Figure 1. M1 wires (run 1).
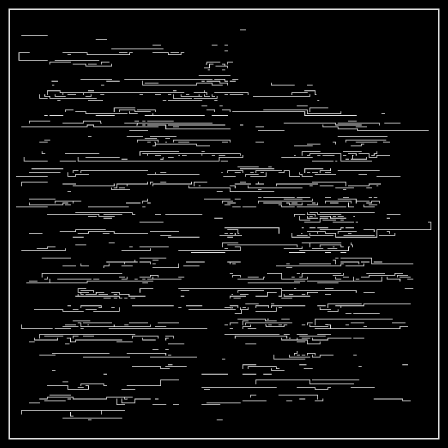
Figure 2. Metal 2 (run 1).
Bar = 20 µm. Cells faint in the background.
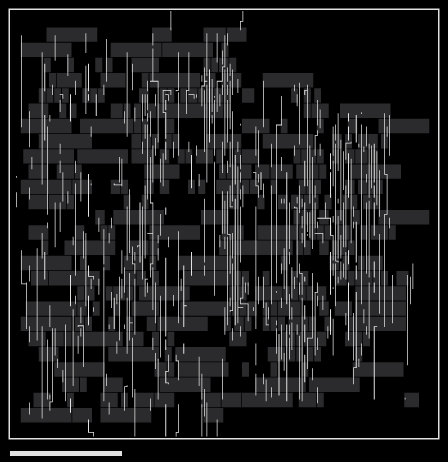
Figure 3. M3 wires (run 1).
Bar = 20 µm.
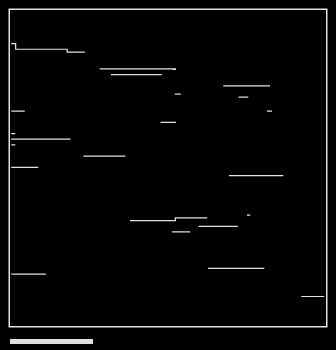
==> config.mk <==
export PLATFORM = sky130hd
export DESIGN_NAME = uart_cmd_rx
export DESIGN_NICKNAME = d
export VERILOG_FILES = /design/src/rtl/uart_pkg.sv /design/src/rtl/sync_2ff.sv /design/src/rtl/uart_cmd_rx.sv
export SDC_FILE = /design/constraint.sdc
export NUM_CORES = 1
export LEC_CHECK = 0
export ABC_AREA = 1
export CORE_MARGIN = 1.5
export CORE_UTILIZATION = 45
export CTS_CLUSTER_DIAMETER = 150
export DETAILED_ROUTE_END_ITERATION = 6
export PLACE_DENSITY = 0.61
export SLEW_MARGIN = 20
export SYNTH_ARGS = -nofsm -noshare
export SYNTH_HDL_FRONTEND = slang
export SYNTH_HIERARCHICAL = 1
export SYNTH_SLANG_ARGS = --single-unit
==> constraint.sdc <==
create_clock -name clk_in -period 3.8 [get_ports clk_in]
set_input_delay 1.14 -clock clk_in [delete_from_list [all_inputs] [get_ports clk_in]]
set_output_delay 1.14 -clock clk_in [all_outputs]
set_load 0.02 [all_outputs]
==> src/rtl/uart_pkg.sv <==
// Shared UART definitions used by both the receive and transmit sides.
// Holds the default bit period, the command byte codes and the receive FSM state encoding.
// No ports; import with uart_pkg::*.
package uart_pkg;

    // 9600 baud from a 50 MHz clock
    localparam int unsigned CLKS_PER_BIT_DEF = 5208;

    // Command byte codes
    localparam logic [7:0] CMD_START_DEF = 8'h53;  // 'S' : start a measurement
    localparam logic [7:0] CMD_T0_DEF    = 8'h30;  // '0' : 0.1 s frame
    localparam logic [7:0] CMD_T1_DEF    = 8'h31;  // '1' : 1 s frame

    // Receive FSM state encoding
    typedef enum logic [2:0] {
        ST_IDLE       = 3'd0,
        ST_START      = 3'd1,
        ST_DATA       = 3'd2,
        ST_STOP       = 3'd3,
        ST_BREAK_WAIT = 3'd4
    } rx_state_e;

endpackage : uart_pkg

==> src/rtl/sync_2ff.sv <==
// Two-flop synchronizer bringing an asynchronous level into the clk_i domain.
// Ports: clk_i clock, rst_ni async active-low reset, d_i async input, q_o synchronized output.
// Latency: two clk_i cycles. Both flops reset to RESET_VAL.
module sync_2ff #(
    parameter logic RESET_VAL = 1'b1
) (
    input  logic clk_i,
    input  logic rst_ni,
    input  logic d_i,
    output logic q_o
);

    logic meta_q;
    logic sync_q;

    always_ff @(posedge clk_i or negedge rst_ni) begin
        if (!rst_ni) begin
            meta_q <= RESET_VAL;
            sync_q <= RESET_VAL;
        end else begin
            meta_q <= d_i;
            sync_q <= meta_q;
        end
    end

    assign q_o = sync_q;

endmodule : sync_2ff

==> src/rtl/uart_cmd_rx.sv <==
// UART 8N1 receiver with single-byte command decode (start, 0.1 s frame, 1 s frame).
// Ports: clk_in clock, reset async active-low, Rx_in serial line (idle high); data_out last good byte,
//        rx_valid/frame_err/start_cmd/unknown_cmd one-cycle pulses, T_frame_sel level, busy = FSM not idle.
// Latency: rx_valid about 9.5 bit times + 3 cycles after the start-bit falling edge. No backpressure.
module uart_cmd_rx
    import uart_pkg::*;
#(
    parameter int unsigned CLKS_PER_BIT = CLKS_PER_BIT_DEF,
    parameter logic [7:0]  CMD_START    = CMD_START_DEF,
    parameter logic [7:0]  CMD_T0       = CMD_T0_DEF,
    parameter logic [7:0]  CMD_T1       = CMD_T1_DEF
) (
    input  logic       clk_in,
    input  logic       reset,
    input  logic       Rx_in,
    output logic [7:0] data_out,
    output logic       rx_valid,
    output logic       frame_err,
    output logic       start_cmd,
    output logic       T_frame_sel,
    output logic       unknown_cmd,
    output logic       busy
);

    // Sample points: middle of the start bit, then one full bit period apart.
    localparam logic [15:0] HALF_M1 = 16'(CLKS_PER_BIT / 2 - 1);
    localparam logic [15:0] FULL_M1 = 16'(CLKS_PER_BIT - 1);

    logic       rx_s;

    rx_state_e  state_q;
    logic [15:0] cnt_q;
    logic [2:0]  bit_idx_q;
    logic [7:0]  shift_q;
    logic [7:0]  data_q;
    logic        rx_valid_q;
    logic        frame_err_q;
    logic        start_cmd_q;
    logic        unknown_cmd_q;
    logic        tsel_q;

    // Idle-high line: synchronizer resets to 1 so reset release never looks like a start bit.
    sync_2ff #(
        .RESET_VAL (1'b1)
    ) u_sync (
        .clk_i  (clk_in),
        .rst_ni (reset),
        .d_i    (Rx_in),
        .q_o    (rx_s)
    );

    always_ff @(posedge clk_in or negedge reset) begin
        if (!reset) begin
            state_q       <= ST_IDLE;
            cnt_q         <= 16'd0;
            bit_idx_q     <= 3'd0;
            shift_q       <= 8'h00;
            data_q        <= 8'h00;
            rx_valid_q    <= 1'b0;
            frame_err_q   <= 1'b0;
            start_cmd_q   <= 1'b0;
            unknown_cmd_q <= 1'b0;
            tsel_q        <= 1'b0;
        end else begin
            // Pulse outputs are high for exactly one cycle.
            rx_valid_q    <= 1'b0;
            frame_err_q   <= 1'b0;
            start_cmd_q   <= 1'b0;
            unknown_cmd_q <= 1'b0;

            unique case (state_q)
                ST_IDLE: begin
                    if (!rx_s) begin
                        state_q <= ST_START;
                        cnt_q   <= 16'd0;
                    end
                end

                ST_START: begin
                    if (cnt_q == HALF_M1) begin
                        cnt_q     <= 16'd0;
                        bit_idx_q <= 3'd0;
                        // Line back high at mid start bit: treat as a glitch.
                        state_q   <= rx_s ? ST_IDLE : ST_DATA;
                    end else begin
                        cnt_q <= cnt_q + 16'd1;
                    end
                end

                ST_DATA: begin
                    if (cnt_q == FULL_M1) begin
                        cnt_q   <= 16'd0;
                        shift_q <= {rx_s, shift_q[7:1]};  // LSB arrives first
                        if (bit_idx_q == 3'd7) begin
                            state_q <= ST_STOP;
                        end else begin
                            bit_idx_q <= bit_idx_q + 3'd1;
                        end
                    end else begin
                        cnt_q <= cnt_q + 16'd1;
                    end
                end

                ST_STOP: begin
                    if (cnt_q == FULL_M1) begin
                        cnt_q <= 16'd0;
                        if (rx_s) begin
                            state_q    <= ST_IDLE;
                            data_q     <= shift_q;
                            rx_valid_q <= 1'b1;
                            if (shift_q == CMD_START) begin
                                start_cmd_q <= 1'b1;
                            end else if (shift_q == CMD_T0) begin
                                tsel_q <= 1'b0;
                            end else if (shift_q == CMD_T1) begin
                                tsel_q <= 1'b1;
                            end else begin
                                unknown_cmd_q <= 1'b1;
                            end
                        end else begin
                            // Framing error or break: wait for the line to go idle
                            // so a held-low line is not mistaken for new start bits.
                            state_q     <= ST_BREAK_WAIT;
                            frame_err_q <= 1'b1;
                        end
                    end else begin
                        cnt_q <= cnt_q + 16'd1;
                    end
                end

                ST_BREAK_WAIT: begin
                    if (rx_s) begin
                        state_q <= ST_IDLE;
                    end
                end

                default: begin
                    state_q <= ST_IDLE;
                end
            endcase
        end
    end

    assign data_out    = data_q;
    assign rx_valid    = rx_valid_q;
    assign frame_err   = frame_err_q;
    assign start_cmd   = start_cmd_q;
    assign unknown_cmd = unknown_cmd_q;
    assign T_frame_sel = tsel_q;
    assign busy        = (state_q != ST_IDLE);

endmodule : uart_cmd_rx

==> deck_impl_summary.md, run 1 <==
Physical Implementation Snapshot

Run status
  • Outcome: finished clean

Setup path
  • CP max-delay cell: clkdlybuf4s50_1
  • CP top delay family: buffers and inverters
  • Worst EP arrival: about 1.5 ns
  • CP startpoint kind: register
  • Worst R2R Start: cnt_q[0]
  • Worst R2R Path Depth: 10
  • Crit end category: primary output
  • Worst r2r dst: cnt_q[3]
  • Reg2reg setup slack: 2.01 ns
  • Critical Path RT: about 2.7 ns
  • Worst path depth: 3
  • Crit path max fanout: 5
  • CP Launch Point: state_q[2]
  • Critical-path cell list: nor2_4, nand2_1, clkdlybuf4s50_1
  • CP endpoint: busy
  • Slowest stage delay, CP: around 0.53 ns
  • WP buf/inv: 1

Die
  • N_taps: about 70
  • Die area: around 5800 µm²
  • I/O Pins: 17
  • DIE HEIGHT: 76.48 µm
  • FP Rows: 26
  • Core footprint: just over 5000 µm²
  • Die W: 76.48 µm
  • Floorplan core density: 46.98%

Yosys
  • FFs w/ async S/R, synth: 100.0%
  • Largest area contributor in the netlist: dfrtp_1
  • Simple share: around a third
  • Synth Cell Area: around 2400 µm²
  • Top cells, area: dfrtp_1 (44%), nand2_1 (11%), nor2_1 (6.8%)
  • Post-synth EDFFs: 0
  • Post-synth regs: between 40 and 50
  • Dominant Register Cell: dfrtp_1
  • Post-synth area from yosys stat: 2430 µm²
  • Syn_nets: 312
  • Synth unique cells: 31
  • Compound Share, Synth: 7.261%
  • XORs/XNORs by Area: 3.244%
  • Post-synth top area share: 44.28%
  • Ys cells: 306
  • Most frequent cell after synthesis: nand2_1
  • Largest family of logic cells by area: simple AND/OR/NAND/NOR gates
  • Commonest cells in the netlist: nand2_1 (74), nor2_1 (44), dfrtp_1 (43)
  • Yosys adder share: 1.545%
  • Yosys warns: 6

Route
  • Detail Route Antenna Nets: 0
  • Wire length per cell: 12.25 µm
  • Metal1 wirelength: roughly 2.3 mm
  • DRC: 0
  • Via density per instance: 4.936
  • Met2 WL post-DR: 2.294 mm
  • Drt first-iter violations: 98
  • Top Metal Used: met4
  • Met3 wire len: 175 µm
  • Pre-antenna DRT Iters: 4

Cells and area
  • Max reg flops: 16
  • Flip-flops: 45
  • Area growth, synth to finish: 12.82%
  • Sequential cell area: between 1000 and 1500 µm²
  • Fillcell total: just under 500
  • Signal buffers: 16
  • Combinational Area: ~1100 µm²
  • Combinational share of cell area: 39.98%
  • Number of logic gates: 212
  • Sequential share of cell area: 41.17%
  • Antenna diodes: 0
  • Largest class: registers
  • Most numerous logic cells after layout: nand2_1 (74), nor2_1 (44), dfrtp_1 (43)
  • Layout cells sized above 1: a little over an eighth
  • Largest Register: cnt_q
  • Clk cell area share: 4.108%
  • Invs w/o clock: 42
  • Final net count: approximately 330
  • Most frequent logic cell in the layout: nand2_1
  • Clk_buf instances: 5
  • Buffer share of cell area: about 5.8%

CTS
  • Setup repair bufs after CTS: 0
  • Clk_lat worst skew: 0.31 ns
  • Worst-path clk slew: 0.09 ns
  • CTS sink cnt: 45
  • Root Buffer: clkbuf_8
  • Post_cts resized: 0
  • CTS tree: built
  • H-tree levels: 2
  • CTS Buf Count: 5
  • Clock Path Buffers: 2
  • # hold bufs at CTS: 0

Timing
  • RSZ-0062 raised after global routing: no
  • Fmax: 378.1 MHz
  • Setup-failing EPs final: 0
  • Endpoints failing hold: 0
  • Setup TNS: 0 ns
  • Worst slew pin tran: 0.5578 ns
  • Slew HR: 62.81%
  • Fin Clk Skew: 0.009768 ns
  • Fin crit share: 69.60%
  • Minimum clock period: 2.645 ns
  • Final worst setup slack: 1.155 ns
  • Slew Viols, Final: 0

Worst hold path
  • Hold Path Sink: u_sync/q_o
  • Hold Crit Depth: 0
  • Critical hold path startpoint: u_sync/meta_q

Pwr
  • Power per cell area: 317.2 nW/µm²
  • Static Leak: 1.291 nW
  • Max IR drop VDD: around 0.22 mV

Global routing
  • Total gr overflow: 0
  • Total track usage: 18.60%
  • Grt met2 use: 31.79%
  • Grt peak-use layer: met2
  • Initial antenna violation count: 0
  • First-pass GRT wire length: between 8 and 9 mm
  • Met3 usage: 4.311%
  • Vias in the first global route: ~1.9k

Run
  • Max Cap Violations: 0
  • Tool warnings: 26

Place
  • HPWL Detailed: 3.490 mm
  • Placement Setup Slack: 1.483 ns
  • GP Congestion: 0.9248
  • PortBufs: 16
-- Figure 1 (at the start) --
nets with wire on the layer: 296
share of all routed wire: 47%
longest straight run: 25.2 µm
main direction: horizontal
via count: 1,940
final wirelength: 4.813 mm
met1 usage: 23.02%

-- Figure 2 (at the start) --
nets with wire on the layer: 266
share of all routed wire: 48%
main direction: vertical
longest straight run: 32.0 µm

-- Figure 3 (at the start) --
nets with wire on the layer: 16
main direction: horizontal

-- run 1: power by group --
group          switching (W)  internal [W]  leakage (nW)  total [W]
clock               0.000179      0.000197        0.0585   0.000376
sequential        0.00000157      0.000480         0.607   0.000482
combinational     0.00000942    0.00000179         0.626  0.0000112
total               0.000190      0.000680          1.29   0.000870
-- run 1: through the flow --
step | utilization, % | std cells | hold slack (ns) | cell area [µm²] | total power, W
floorplan | - | 306 | 0.3452 | 2430 | 0.0004921
CTS | 52.95 | 393 | 0.3602 | 2739 | 0.0008788
global route | 53.00 | 393 | 0.3700 | 2741 | 0.0009025
global placement | 50.77 | 385 | 0.3453 | 2626 | 0.0005034
detailed placement | 50.77 | 385 | 0.3472 | 2626 | 0.0005035
finish | 53.00 | 393 | 0.3592 | 2741 | 0.0008697
## Run 2: what changed since run 1
--- a/config.mk
+++ b/config.mk
@@ -10,7 +10,7 @@
 export CORE_UTILIZATION = 45
 export CTS_CLUSTER_DIAMETER = 150
 export DETAILED_ROUTE_END_ITERATION = 6
-export PLACE_DENSITY = 0.61
+export PLACE_DENSITY = 0.63
 export SLEW_MARGIN = 20
 export SYNTH_ARGS = -nofsm -noshare
 export SYNTH_HDL_FRONTEND = slang
==> constraint.sdc (replaced) <==
create_clock -name clk_in -period 2.4 [get_ports clk_in]
set_input_delay 0.72 -clock clk_in [delete_from_list [all_inputs] [get_ports clk_in]]
set_output_delay 0.72 -clock clk_in [all_outputs]
set_load 0.02 [all_outputs]
Figure 4. M1 wires (run 2).
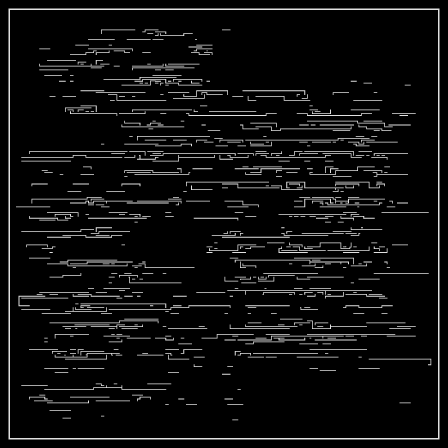
share of all routed wire: 45%
longest straight run: 25.8 µm
wire length on this layer: 2,190 µm
nets with wire on the layer: 302
met1 usage: 23.93%
final wirelength: 4.884 mm
via count: 1,978

Figure 5. Metal 2 (run 2).
Bar = 20 µm. Cells faint in the background.
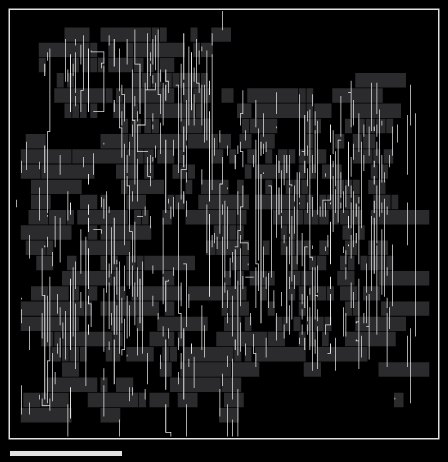
main direction: vertical
wire length on this layer: 2,400 µm
nets with wire on the layer: 273
longest straight run: 39.8 µm
share of all routed wire: 49%
grt met2 use: 32.86%

==> run 2 against run 1 <==
  * Hold slack barely moved
  * Clock skew is 0.0035 ns lower
  * Sequential share of layout area rose by 0.13 points
  * Clock power grew 24%
  * Global-route usage rose by 0.51 points
  * Clock-buffer cell count unchanged
  * Die area stayed put
==> deck_impl_summary.md, run 2 <==
Physical Implementation Snapshot

CTS
  • H-tree levels: 2 (unchanged)
  • # hold bufs at CTS: 0 (unchanged)
  • Root Buffer: clkbuf_8
  • Setup repair bufs after CTS: 0 (unchanged)
  • CTS sink cnt: 45 (unchanged)
  • CTS Buf Count: 5 (unchanged)
  • Clk_lat worst skew: 0.30 ns (about the same)
  • Post_cts resized: 0 (unchanged)
  • Worst-path clk slew: 0.08 ns (about the same)
  • CTS tree: built
  • Clock Path Buffers: 2 (unchanged)

Cells and area
  • Most frequent logic cell in the layout: nand2_1
  • Clk_buf instances: 5 (unchanged)
  • Antenna diodes: 0 (unchanged)
  • Sequential cell area: 1129 µm² (unchanged)
  • Fillcell total: 481 (-2.2%)
  • Most numerous logic cells after layout: nand2_1 (74), nor2_1 (44), dfrtp_1 (43)
  • Layout cells sized above 1: 13.58% (+0.27 points)
  • Signal buffers: 17 (+1)
  • Max reg flops: 16 (unchanged)
  • Post-route cell area: 2733 µm² (-0.32%)
  • Combinational Area: 1096 µm² (unchanged)
  • Area growth, synth to finish: 12.46%
  • Final net count: 329 (+0.30%)
  • Number of logic gates: 212 (unchanged)
  • Invs w/o clock: 42 (unchanged)
  • Buffer share of cell area: 6.410% (+0.66 points)
  • Final cell count without fillers: 394 (+0.25%)
  • Largest Register: cnt_q
  • Post-layout util: 52.83% (-0.17 points)
  • Sequential share of cell area: 41.30% (+0.13 points)
  • Largest class: registers
  • Flip-flops: 45 (unchanged)
  • Clk cell area share: 3.159% (-0.95 points)
  • Combinational share of cell area: 40.11% (+0.13 points)

Run
  • Max Cap Violations: 0 (unchanged)
  • Tool warnings: 26 (unchanged)

Die
  • FP Rows: 26 (unchanged)
  • Die area: 5849 µm² (unchanged)
  • Floorplan core density: 46.98% (unchanged)
  • Die W: 76.48 µm (unchanged)
  • Core footprint: 5172 µm² (unchanged)
  • I/O Pins: 17 (unchanged)
  • N_taps: 70 (unchanged)
  • DIE HEIGHT: 76.48 µm (unchanged)

Setup path
  • Reg2reg setup slack: 0.68 ns (-1.33 ns)
  • CP startpoint kind: register
  • Crit path max fanout: 5 (unchanged)
  • CP top delay family: buffers and inverters
  • Critical-path cell list: nor2_4, nand2_1, clkdlybuf4s50_1
  • Slowest stage delay, CP: 0.53 ns (about the same)
  • CP max-delay cell: clkdlybuf4s50_1
  • Critical Path RT: 1.68 ns (-0.98 ns)
  • WP buf/inv: 1 (unchanged)
  • Crit end category: primary output
  • Worst EP arrival: 1.52 ns (+0.02 ns)
  • WS Path Type: reg -> out

Route
  • Met3 wire len: 231 µm (+32%)
  • Metal1 wirelength: 2.191 mm (-3.8%)
  • Pre-antenna DRT Iters: 4 (unchanged)
  • Drt first-iter violations: 74 (-24%)
  • Met2 WL post-DR: 2.404 mm (+4.8%)
  • DRC: 0 (unchanged)
  • Via density per instance: 5.020 (+1.7%)
  • Detail Route Antenna Nets: 0 (unchanged)
  • Top Metal Used: met4

Global routing
  • Initial antenna violation count: 0 (unchanged)
  • Vias in the first global route: 1,998 (+3.7%)
  • First-pass GRT wire length: 8.983 mm (+4.3%)
  • Total track usage: 19.11% (+0.51 points)
  • Total gr overflow: 0 (unchanged)

Timing
  • Worst slew pin tran: 0.5773 ns (+0.01946 ns)
  • Fmax: 447.1 MHz
  • Final worst setup slack: 0.1634 ns (-0.9916 ns)
  • RSZ-0062 raised after global routing: no
  • Fin crit share: between 90 and 100%
  • Setup TNS: 0 ns (unchanged)
  • Minimum clock period: 2.237 ns
  • Hold slack final: 0.3590 ns (-0.0001620 ns)
  • Endpoints failing hold: 0 (unchanged)
  • Slew Viols, Final: 0 (unchanged)
  • Fin Clk Skew: 0.006266 ns (-0.003502 ns)
  • Slew HR: 61.52% (-1.3 points)
  • Setup-failing EPs final: 0 (unchanged)

Yosys
  • Post-Synthesis Cells: 306
  • Synth Cell Area: 2430 µm² (unchanged)
  • FFs w/ async S/R, synth: 100.0% (unchanged)
  • Ys cells: 306 (unchanged)
  • Most frequent cell after synthesis: nand2_1
  • Post-synth EDFFs: 0 (unchanged)
  • Register area share after synthesis: 46.45%
  • Top cells, area: dfrtp_1 (44%), nand2_1 (11%), nor2_1 (6.8%)
  • Largest area contributor in the netlist: dfrtp_1
  • Synth unique cells: 31 (unchanged)
  • Yosys warns: 6 (unchanged)
  • Syn_nets: 312 (unchanged)
  • Dominant Register Cell: dfrtp_1
  • Post-synth regs: 45 (unchanged)
  • Post-synth top area share: 44.28% (unchanged)
  • Post-synth area from yosys stat: 2430 µm² (unchanged)
  • Commonest cells in the netlist: nand2_1 (74), nor2_1 (44), dfrtp_1 (43)

Pwr
  • Static Leak: 1.285 nW (-0.47%)
  • P_int: 0.0009673 W (+42%)
  • Switch share: 22.68% (+0.81 points)
  • Clock share of power: 37.3% (-6.0 points)
  • Combinational Power Share: 1.7% (+0.4 points)
  • Comb power: 0.0000219 W (+96%)
  • Clk. pwr: 0.000466 W (+24%)
  • Power per cell area: 457.8 nW/µm² (+44%)
  • Total power: 0.001251 W (+44%)
  • Switch Pwr: 0.0002837 W (+49%)
  • Seq pwr share: 61.0% (+5.6 points)
  • Seq power: 0.000763 W (+58%)
  • Max IR drop VDD: 0.3044 mV (+41%)
  • Top pwr grp: registers

Place
  • HPWL Detailed: 3.649 mm (+4.5%)
  • PortBufs: 16 (unchanged)
  • GP Congestion: 0.9088 (-1.7%)
  • Placed cell area: 2646 µm² (+0.76%)
  • Placement Setup Slack: 0.4920 ns (-0.9911 ns)
  • Cell count after placement: 386 (+0.26%)

Worst hold path
  • Hold crit path type: reg -> reg

Run status
  • Outcome: finished clean
Figure 6. Track usage over the die (run 2).
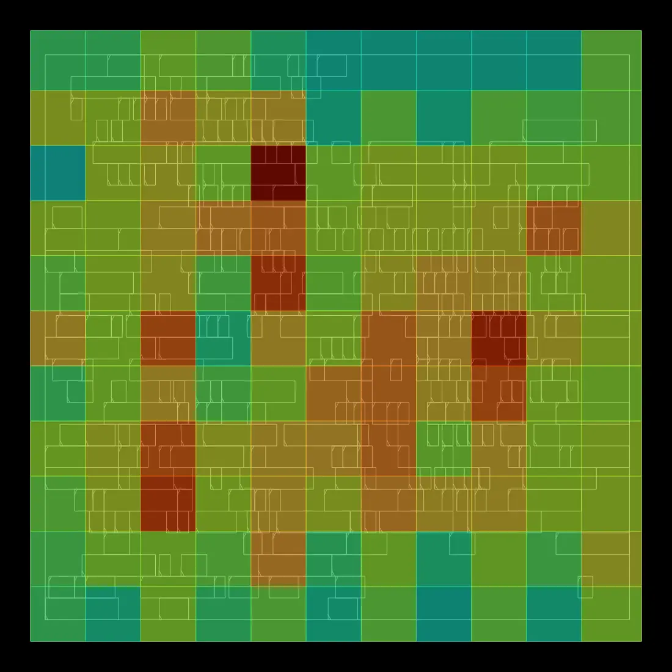
grt peak-use layer: met2
wire length per cell: 12.40 µm
met3 usage: 4.192%

[run 2: worst paths after layout]
kind,from,to,cells past startpoint
worst min-delay path,u_sync/meta_q,u_sync/q_o,0
worst min register to register,u_sync/meta_q,u_sync/q_o,0
worst max-delay path,state_q[2],busy,3
min in group asynchronous,reset,data_out[0],1
worst max register to register,cnt_q[0],unknown_cmd,11
max in group asynchronous,reset,state_q[2],2
[run 2: kinds of logic (layout without fill, tap and decap cells)]
family                     count (synthesis)  count (layout)  share of synthesized area, %
DFF                                       45              45                         46.45
AOI/OAI and AO/OA                         28              28                         7.261
and+or+nand+nor                          172             172                         33.06
buffers and inverters                     49              67                         8.444
adders and majority gates                  3               3                         1.545
xor gates and xnor gates                   9               9                         3.244
No activity file was given, so power comes from the tool's default toggle rates.
